### PDN straps and rails

Bar = 20 µm. Pins as bars on the die edge. Tap cells in grey.
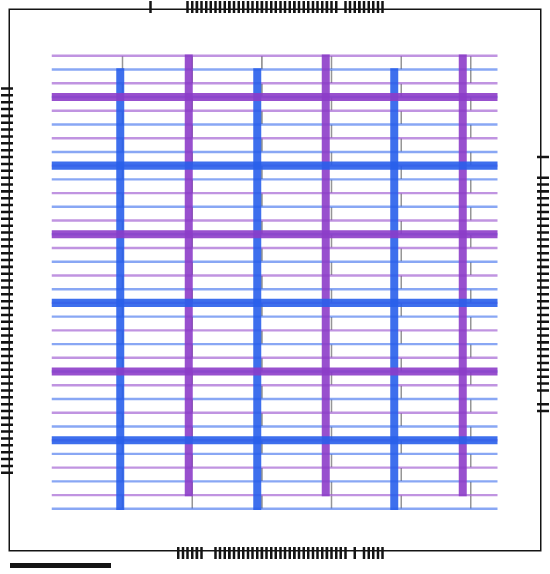
### Cells coloured by class

Bar = 20 µm.
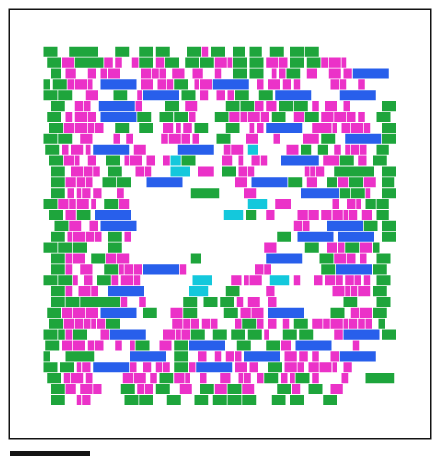
### Clock distribution

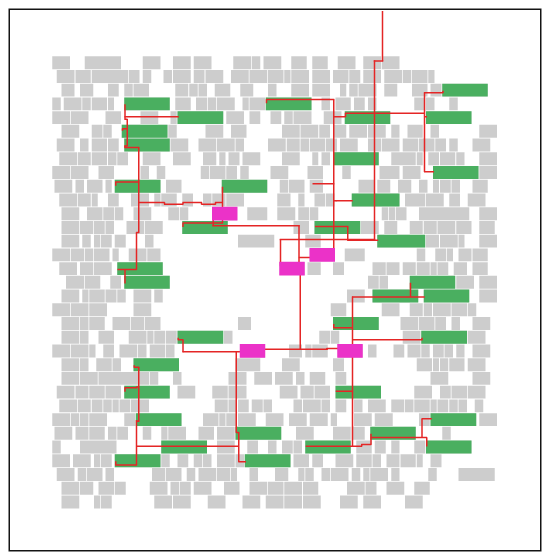
==> config.mk <==
export PLATFORM = sky130hd
export DESIGN_NAME = ps_alter_arbiter
export DESIGN_NICKNAME = d
export VERILOG_FILES = /design/src/rtl/ps_alter_arbiter.sv
export SDC_FILE = /design/constraint.sdc
export NUM_CORES = 1
export LEC_CHECK = 0
export CORE_AREA = 8 8 97 99
export CTS_BUF_LIST = sky130_fd_sc_hd__clkbuf_4 sky130_fd_sc_hd__clkbuf_8
export DETAILED_ROUTE_END_ITERATION = 10
export DIE_AREA = 0 0 105 107
export GPL_TIMING_DRIVEN = 0
export PLACE_DENSITY = 0.86
export REMOVE_ABC_BUFFERS = 1
export SLEW_MARGIN = 20
export SYNTH_ARGS = -nofsm -noshare
export SYNTH_HDL_FRONTEND = slang
export SYNTH_SLANG_ARGS = --single-unit
==> constraint.sdc <==
create_clock -name i_clk -period 1.92 [get_ports i_clk]
set_input_delay 0.384 -clock i_clk [delete_from_list [all_inputs] [get_ports i_clk]]
set_output_delay 0.384 -clock i_clk [all_outputs]
set_load 0.01 [all_outputs]
==> results.toml <==
# physical design summary
[final_timing]
fmax_mhz = 550
finalClockPeriodUsage = 0.948
fin_setup_tns_ps = 0
final.min_clock_period_ps = 1820
hold_slack_ps = 13.6
rsz0062_at_grt = "no"

[synth]
topCombFamilyByArea = "AND-OR/OR-AND gates"
aoi_share = 0.330
top_area_cell = "dfrtp_1"
syn_inst = 391
ff_type = "dfrtp_1"
synthesis.area_mm2 = 0.00306
synthAdderAreaFrac = 0
ys_seq_share = 0.295
ys_async_sr_fraction = 1.00
top_cell = "a21oi_1"

[routing]
routed_via_density = 5.45
route.met3.wl_um = 867
drtIter0Drc = 140
postRouteAntennaNets = 0
routed_wl_mm = 11.9
wire_per_inst_um = 18.3

[placed_design]
hpwl_mm = 8.20
globalplace.congestion = 0.764
dp_slack_ps = -514
placed_area_mm2 = 0.00485

[clock_network]
cts_tree = "done"

[critical_path]
reg2reg_depth = 4
setup.worst_path.start_class = "flop"
crit_cells = 4
slowest_stage = "dfrtp_2"
crit_type = "flop to output pin"
cp_cell_sequence = "nor2_4 > buf_16 > inv_1 > dlygate4sd2_1"
crit_family = "buffers and inverters"
slowest_delay_ps = 460
path_max_fanout = 20

[global_routing]
use_met2 = 0.357
busiest_layer = "met2"
grt_max_degree = 63

[layout]
syn2layout_area_growth_pct = 65.2
fin_cells = 652

[power_and_ir_drop]
p_per_area_mw_per_mm2 = 897

[flow_run]
cap_violations = 0

[status]
outcome = "finished clean"
About 'PDN straps and rails':
net	colour
VSS	blue
VDD	purple
met4 straps	6
signal pins	176
tap cells	105
rows	33
Die Height: 107 µm
Max VDD drop: 0.328 mV
Core Area: 0.00793 mm²
die x size: 105 µm

About 'Cells coloured by class':
class	colour	cells	share of their area
sequential cells	blue	36	18%
remaining buffers and delay cells	green	189	39%
remaining logic cells	magenta	314	41%
clock drivers and dummy loads	cyan	8	2.0%
Finished Cell Area: 0.00505 mm²
FP Rows: 33
fraction of area in registers: 0.179

About 'Clock distribution':
[clock-net drivers] magenta | count: 5
[clock wires] red | length: 536 µm
[flip-flops] green | count: 36
routed clock nets	6
Clock power frac: 0.131
Clock Skews: 6.65 ps
Clk Latency, worst-skew pair: 280 ps
clock-net power: 0.595 mW

## final cells by class
| cell class | count | area share |
|---|---|---|
| clock buffers | 8 | 0.0193 |
| repair buffers | 189 | 0.381 |
| multi-input cells | 280 | 0.369 |
| well taps | 105 | 0.0260 |
| flip-flops and latches | 36 | 0.179 |
| inverters | 34 | 0.0253 |
## kinds of logic (layout without fill, tap and decap cells)
| family | after synthesis | in the layout |
|---|---|---|
| AOI/OAI and AO/OA | 167 | 167 |
| and+or+nand+nor | 109 | 113 |
| buffers and inverters | 79 | 231 |
| DFF | 36 | 36 |
## what timing repair did
item,CTS,global route
resized,13,3
cloned,3,1
hold buffers,0,0
setup endpoints to repair,40,5
pin swaps,3,2
buffers inserted,4,4
## power by group
part	switching, mW	internal [mW]
registers	0.223	1.13
clock network	0.274	0.321
logic	1.18	1.41
No activity file was given, so power comes from the tool's default toggle rates.
